File: config.mk
export PLATFORM = sky130hd
export DESIGN_NAME = bit_index_encoder_flat
export DESIGN_NICKNAME = d
export VERILOG_FILES = /design/src/rtl/bit_index_encoder_if.sv /design/src/rtl/bit_index_encoder.sv /design/src/flat_wrapper.sv
export SDC_FILE = /design/constraint.sdc
export NUM_CORES = 1
export LEC_CHECK = 0
export CAP_MARGIN = 20
export CELL_PAD_IN_SITES_DETAIL_PLACEMENT = 1
export CELL_PAD_IN_SITES_GLOBAL_PLACEMENT = 1
export CORE_MARGIN = 5
export CORE_UTILIZATION = 30
export DETAILED_ROUTE_END_ITERATION = 6
export GPL_TIMING_DRIVEN = 0
export MAX_ROUTING_LAYER = met4
export PLACE_DENSITY_LB_ADDON = 0.1
export SETUP_SLACK_MARGIN = 0.3
export SYNTH_ARGS = -nofsm -noshare
export SYNTH_HDL_FRONTEND = slang
export SYNTH_SLANG_ARGS = --single-unit
export TNS_END_PERCENT = 50
File: constraint.sdc
create_clock -name clk -period 2 [get_ports clk]
set_input_delay 0.2 -clock clk [delete_from_list [all_inputs] [get_ports clk]]
set_output_delay 0.2 -clock clk [all_outputs]
set_load 0.01 [all_outputs]
File: src/rtl/bit_index_encoder_if.sv
// Handshake bundle for bit_index_encoder: vector request in, one-index-per-beat stream out.
// Status outputs (count, zero_drop) travel with the bus.
interface bit_index_encoder_if #(
  parameter int WIDTH = 8,
  parameter int IDX_W = 3
);
  logic             in_valid;
  logic             in_ready;
  logic [WIDTH-1:0] in_vec;
  logic             out_valid;
  logic             out_ready;
  logic [IDX_W-1:0] out_idx;
  logic [WIDTH-1:0] out_onehot;
  logic             out_last;
  logic [IDX_W:0]   count;
  logic             zero_drop;

  modport master (
    output in_valid, in_vec, out_ready,
    input  in_ready, out_valid, out_idx, out_onehot, out_last, count, zero_drop
  );

  modport slave (
    input  in_valid, in_vec, out_ready,
    output in_ready, out_valid, out_idx, out_onehot, out_last, count, zero_drop
  );
endinterface

File: src/rtl/bit_index_encoder.sv
// Serialises a multi-hot vector into one beat per set bit, lowest index first.
// All outputs derive from the state register, the pending vector and registered status.
module bit_index_encoder #(
  parameter int WIDTH = 8,
  parameter int IDX_W = 3
) (
  input  logic                clk,
  input  logic                rst_n,
  bit_index_encoder_if.slave  bus
);

  localparam logic [0:0] IDLE = 1'b0;
  localparam logic [0:0] BUSY = 1'b1;

  logic [0:0]       state_reg;
  logic [WIDTH-1:0] pending_reg;
  logic [IDX_W:0]   count_reg;
  logic             zero_drop_reg;

  logic [WIDTH-1:0] lowbit;
  logic [IDX_W-1:0] idx_enc;
  logic             single;
  logic [IDX_W:0]   pop_next;
  logic             busy;

  assign busy = (state_reg == BUSY);

  // Two's-complement trick isolates the lowest set bit of pending.
  assign lowbit = pending_reg & (~pending_reg + WIDTH'(1));
  assign single = (|pending_reg) && (pending_reg == lowbit);

  // Each index bit is the OR of the one-hot positions whose index has that bit set.
  for (genvar gi = 0; gi < IDX_W; gi++) begin : g_enc
    logic [WIDTH-1:0] sel;
    always_comb begin
      sel = '0;
      for (int b = 0; b < WIDTH; b++) begin
        sel[b] = b[gi];
      end
    end
    assign idx_enc[gi] = |(lowbit & sel);
  end

  always_comb begin
    pop_next = '0;
    for (int i = 0; i < WIDTH; i++) begin
      pop_next = pop_next + (IDX_W+1)'(bus.in_vec[i]);
    end
  end

  always_ff @(posedge clk or negedge rst_n) begin
    if (!rst_n) begin
      state_reg     <= IDLE;
      pending_reg   <= '0;
      count_reg     <= '0;
      zero_drop_reg <= 1'b0;
    end else begin
      zero_drop_reg <= 1'b0;
      case (state_reg)
        IDLE: begin
          if (bus.in_valid) begin
            pending_reg <= bus.in_vec;
            count_reg   <= pop_next;
            if (bus.in_vec == '0) begin
              zero_drop_reg <= 1'b1;
            end else begin
              state_reg <= BUSY;
            end
          end
        end
        BUSY: begin
          if (bus.out_ready) begin
            pending_reg <= pending_reg & ~lowbit;
            if (single) begin
              state_reg <= IDLE;
            end
          end
        end
        default: state_reg <= IDLE;
      endcase
    end
  end

  assign bus.in_ready   = !busy;
  assign bus.out_valid  = busy;
  assign bus.out_idx    = busy ? idx_enc : '0;
  assign bus.out_onehot = busy ? lowbit : '0;
  assign bus.out_last   = busy && single;
  assign bus.count      = count_reg;
  assign bus.zero_drop  = zero_drop_reg;

endmodule

File: src/flat_wrapper.sv
// flat-port wrapper written by rule: the top's interface ports become plain ports
module bit_index_encoder_flat 
#(
  parameter int WIDTH = 8,
  parameter int IDX_W = 3
)
  (clk, rst_n, bus_in_valid, bus_in_vec, bus_out_ready, bus_in_ready, bus_out_valid, bus_out_idx, bus_out_onehot, bus_out_last, bus_count, bus_zero_drop);
  bit_index_encoder_if #(.WIDTH(WIDTH), .IDX_W(IDX_W)) bus_i ();
  input  logic clk;
  input  logic rst_n;
  input wire logic [$bits(bus_i.in_valid)-1:0] bus_in_valid;
  input wire logic [$bits(bus_i.in_vec)-1:0] bus_in_vec;
  input wire logic [$bits(bus_i.out_ready)-1:0] bus_out_ready;
  output wire logic [$bits(bus_i.in_ready)-1:0] bus_in_ready;
  output wire logic [$bits(bus_i.out_valid)-1:0] bus_out_valid;
  output wire logic [$bits(bus_i.out_idx)-1:0] bus_out_idx;
  output wire logic [$bits(bus_i.out_onehot)-1:0] bus_out_onehot;
  output wire logic [$bits(bus_i.out_last)-1:0] bus_out_last;
  output wire logic [$bits(bus_i.count)-1:0] bus_count;
  output wire logic [$bits(bus_i.zero_drop)-1:0] bus_zero_drop;
  assign bus_i.in_valid = bus_in_valid;
  assign bus_i.in_vec = bus_in_vec;
  assign bus_i.out_ready = bus_out_ready;
  assign bus_in_ready = bus_i.in_ready;
  assign bus_out_valid = bus_i.out_valid;
  assign bus_out_idx = bus_i.out_idx;
  assign bus_out_onehot = bus_i.out_onehot;
  assign bus_out_last = bus_i.out_last;
  assign bus_count = bus_i.count;
  assign bus_zero_drop = bus_i.zero_drop;
  bit_index_encoder #(.WIDTH(WIDTH), .IDX_W(IDX_W)) u_core (.clk(clk), .rst_n(rst_n), .bus(bus_i));
endmodule
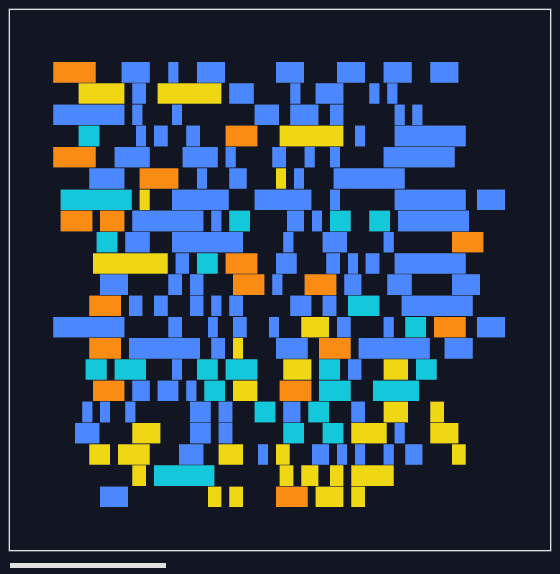
Figure 1: run 1, drive-strength map.
Bar = 20 um.
x6 and larger: in orange, cells 17, share 9.4%. x2: in yellow, cells 30, share 17%. x3 and x4: in cyan, cells 23, share 13%. x1 and smaller: in blue, cells 111, share 61%.
area grow syn2layout: 62.98%
final worst setup slack: -0.3787 ns

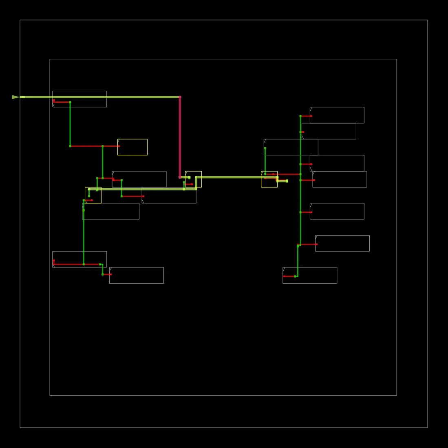
Figure 2: run 1, clock wiring as the flow saved it.
worst clock skew: 0.002426 ns
clk sinks: 14

==> notes.md, run 1 <==
fresh numbers from the pnr run: status=finished, violations left, failing checks=setup timing, Finish-stage setup viols=9, Reg-to-Reg End=u_core.bus.out_valid, RSZ-0062 raised after global routing=true, EDFF count, synth=0, cell type with the largest total area=dfrtp_1, Cells after Synth=128, buffering overhead=0.2907, crit path max-delay cell type=fa_2, CTS Buf Count=3, adder-cell share of the synthesized area=0.1238, dpl cell area=1439 um^2, Reg area=351.6 um^2, Signal buffers=56, Hold Path Cell Cnt=3, fin crit period=2.379 ns, Fmax=0.4204 GHz, DRC violation count after routing=0, multi-input gates=93, final worst setup slack=-0.3787 ns, Top non-seq family=simple AND/OR/NAND/NOR gates, Chip Area=4787 um^2, post-cts resize count=84, OpenROAD warnings=30, WP data required=2.23 ns, Synth Register Bits=14, Post-Synth AOI/OAI Area=0.2000, count of input and output buffers=30, FILL cells=424, worst path cell trace=buf_8 > inv_8 > ha_4 > inv_2 > fa_1 > fa_1 > inv_1 > fa_2 > fa_2 > nand2_1 > nand2_1, Max Slew Vio Count=0, CLK BUF=4, Seq/Total Area, Yosys=0.3333, Crit. path cell count=11, Ant. Diodes=0, Dominant cell area share=0.3333, Worst Setup Start Kind=primary input, clock latency on the worst-skew pair=0.29 ns, drt wl/cell=15.64 um, Max-cap violations=0, setup TNS=-1.983 ns, final hold violations=0, via count=1131, H-tree Lvls=1, tapcell count=46, final instance area=1713 um^2, count leader, synth=nand2_1, vias in the first global route=1210, IO Pins=31, fin util=0.5093, Largest register FFs=8, Post-Layout Cell Count=227, placed insts=204, hold crit path type=in -> reg, Gate Area=704.4 um^2, CTS clk-pin slew, worst paths=0.08 ns, Synth Area per Inst=8.211 um^2
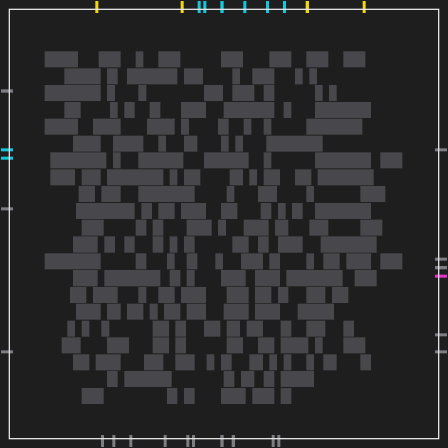
Figure 3: run 1, ports around the boundary.
Pins as bars across the die edge, other pins in grey.
bus_count: in yellow, pins 4, direction output, edge north. bus_in_vec: in cyan, pins 8, direction input, edge 6 north, 2 west. bus_out_ready: in magenta, pins 1, direction input, edge east.
All pins by edge: 10 north, 10 south, 6 east, 5 west.
chip height: 69.19 um
die span in x: 69.19 um

[run 1: report_power, final]
part | internal [uW] | switching [uW]
clock | 111 | 94.3
combinational | 996 | 932
sequential | 384 | 117
[run 1: layer usage]
metal,vias to the layer above,track usage,routed length [um]
met5,-,-,0
met1,563,0.1796,1525
met2,20,0.2680,1853
met4,0,0.03688,46
li1,544,-,-
met3,4,0.04493,125
[run 1: layout by cell type (no fill, tap or decap), types with 8 or more instances in the layout]
| master | n |
|---|---|
| a21oi_1 | 8 |
| buf_2 | 9 |
| buf_4 | 13 |
| buf_6 | 12 |
| clkdlybuf4s50_1 | 13 |
| dfrtp_1 | 13 |
| inv_1 | 9 |
| nand2_1 | 16 |
| nor2_1 | 10 |
| o21ai_0 | 10 |
==> inputs of run 2 (changes only) <==
- CTS_CLUSTER_DIAMETER: not set -> 80
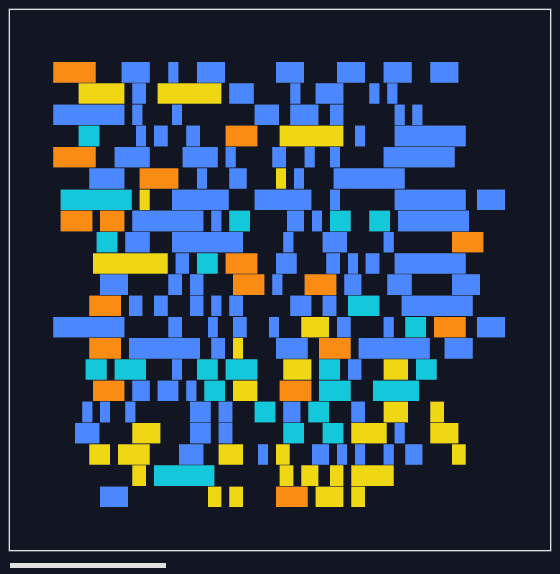
Figure 4: run 2, drive-strength map.
Bar = 20 um.
x1 and smaller: in blue, cells 111, share 61%. x3 and x4: in cyan, cells 23, share 13%. x6 and larger: in orange, cells 17, share 9.4%. x2: in yellow, cells 30, share 17%.

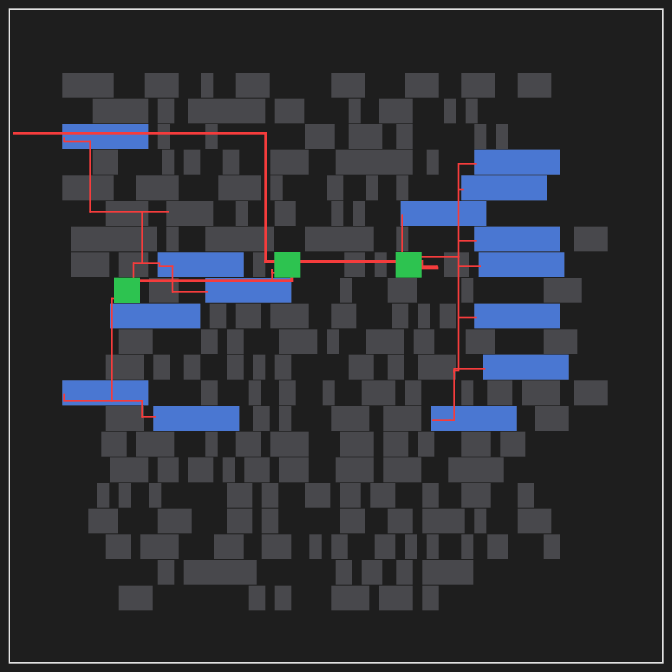
Figure 5: run 2, clock distribution.
clock-net drivers: in green, count 3. flip-flops: in blue, count 14. clock wires: in red, length 200 um.
There are 4 routed clock nets.

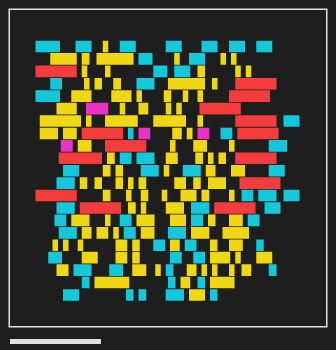
Figure 6: run 2, placed cells, one colour a class.
Bar = 20 um.
remaining logic cells: in yellow, cells 107. clock drivers and dummy loads: in magenta, cells 4. remaining buffers and delay cells: in cyan, cells 56. sequential cells: in red, cells 14.
Core Area: 3363 um^2
Seq area share: 0.2053
final instance area: 1713 um^2

==> run 2 against run 1 <==
- the flow still finishes with violations (setup timing)
- clock power about the same
- clock-buffer cell count is the same
- synthesized area unchanged
- cell area is the same
- die size did not move
- sequential cell count is the same
- total power is the same
- critical endpoint unchanged
- largest power group unchanged
==> notes.md, run 2 <==
fresh numbers from the pnr run: dpl cell area=1439 um^2 (unchanged), OpenROAD warnings=30 (unchanged), worst clock skew=0.002426 ns (unchanged), IO Pins=31 (unchanged), status=finished, violations left, CTS clk-pin slew, worst paths=0.08 ns (about the same), Fmax=0.4204 GHz (unchanged), most used logic cell in the final layout=nand2_1, crit path max-delay cell type=fa_2, hold crit path type=in -> reg, Cells after Synth=128 (unchanged), failing checks=setup timing, EDFF count, synth=0 (unchanged), H-tree Lvls=1 (unchanged), Clk pwr share=0.078 (about the same), Crit. path cell count=11 (unchanged), P_seq=500 uW (about the same), sw frac=0.4340 (unchanged), vias in the first global route=1210 (unchanged), Hold Path Cell Cnt=3 (unchanged), chip height=69.19 um (unchanged), part of the power in combinational logic=0.732 (about the same), Max Slew Vio Count=0 (unchanged), Dominant cell area share=0.3333 (unchanged), RSZ-0062 raised after global routing=true, P_comb=1930 uW (about the same), die span in x=69.19 um (unchanged), final hold violations=0 (unchanged), most common logic cells in the final layout=nand2_1, buf_4, clkdlybuf4s50_1, dfrtp_1, buf_6, fin crit period=2.379 ns (unchanged), cell type with the largest total area=dfrtp_1, post-cts resize count=84 (unchanged), clock latency on the worst-skew pair=0.29 ns (about the same), fin util=0.5093 (unchanged), final worst setup slack=-0.3787 ns (unchanged), count leader, synth=nand2_1, clk sinks=14 (unchanged), count of input and output buffers=30 (unchanged), Chip Area=4787 um^2 (unchanged), Seq/Total Area, Yosys=0.3333 (unchanged), Clk power=205 uW (about the same), Finish-stage setup viols=9 (unchanged), Post-Synth AOI/OAI Area=0.2000 (unchanged), Ant. Diodes=0 (unchanged), area grow syn2layout=62.98% (unchanged), setup TNS=-1.983 ns (unchanged), placed insts=204 (unchanged), Post-Layout Cell Count=227 (unchanged), Synth Register Bits=14 (unchanged), Synth Area per Inst=8.211 um^2 (unchanged), CTS Buf Count=3 (unchanged), Top pwr grp=combinational logic, WP data required=2.23 ns (about the same), Max-cap violations=0 (unchanged), via count=1131 (unchanged), drt wl/cell=15.64 um (unchanged), Largest register FFs=8 (unchanged), Cell Int Power=1491 uW (unchanged), DRC violation count after routing=0 (unchanged)
[run 2: routing by layer]
layer	part of all wire	vias up	routed length [um]	track usage
li1	-	544	-	-
met1	0.43	563	1525	0.1796
met2	0.52	20	1853	0.2680
met3	0.035	4	125	0.04493
met4	0.013	0	46	0.03688
met5	0	-	0	-
[run 2: logic make-up (layout without fill, tap and decap cells)]
group / Yosys count / after routing
AND/OR/NAND/NOR: 49 / 49
adder cells (fa/ha/maj): 8 / 8
buffers and inverters: 21 / 74
XOR/XNOR: 1 / 1
flip-flops: 14 / 14
AND-OR/OR-AND: 35 / 35
[run 2: final cells by class]
type                       count  area (um^2)
tap                           46        57.56
sequential                    14        351.6
clock buffer                   4        36.28
multi-input combinational     93        704.4
buffer                         7        67.56
inverter                      14        65.06
fill                         424         1650
timing repair buffer          49        430.4
No activity file was given, so power comes from the tool's default toggle rates.
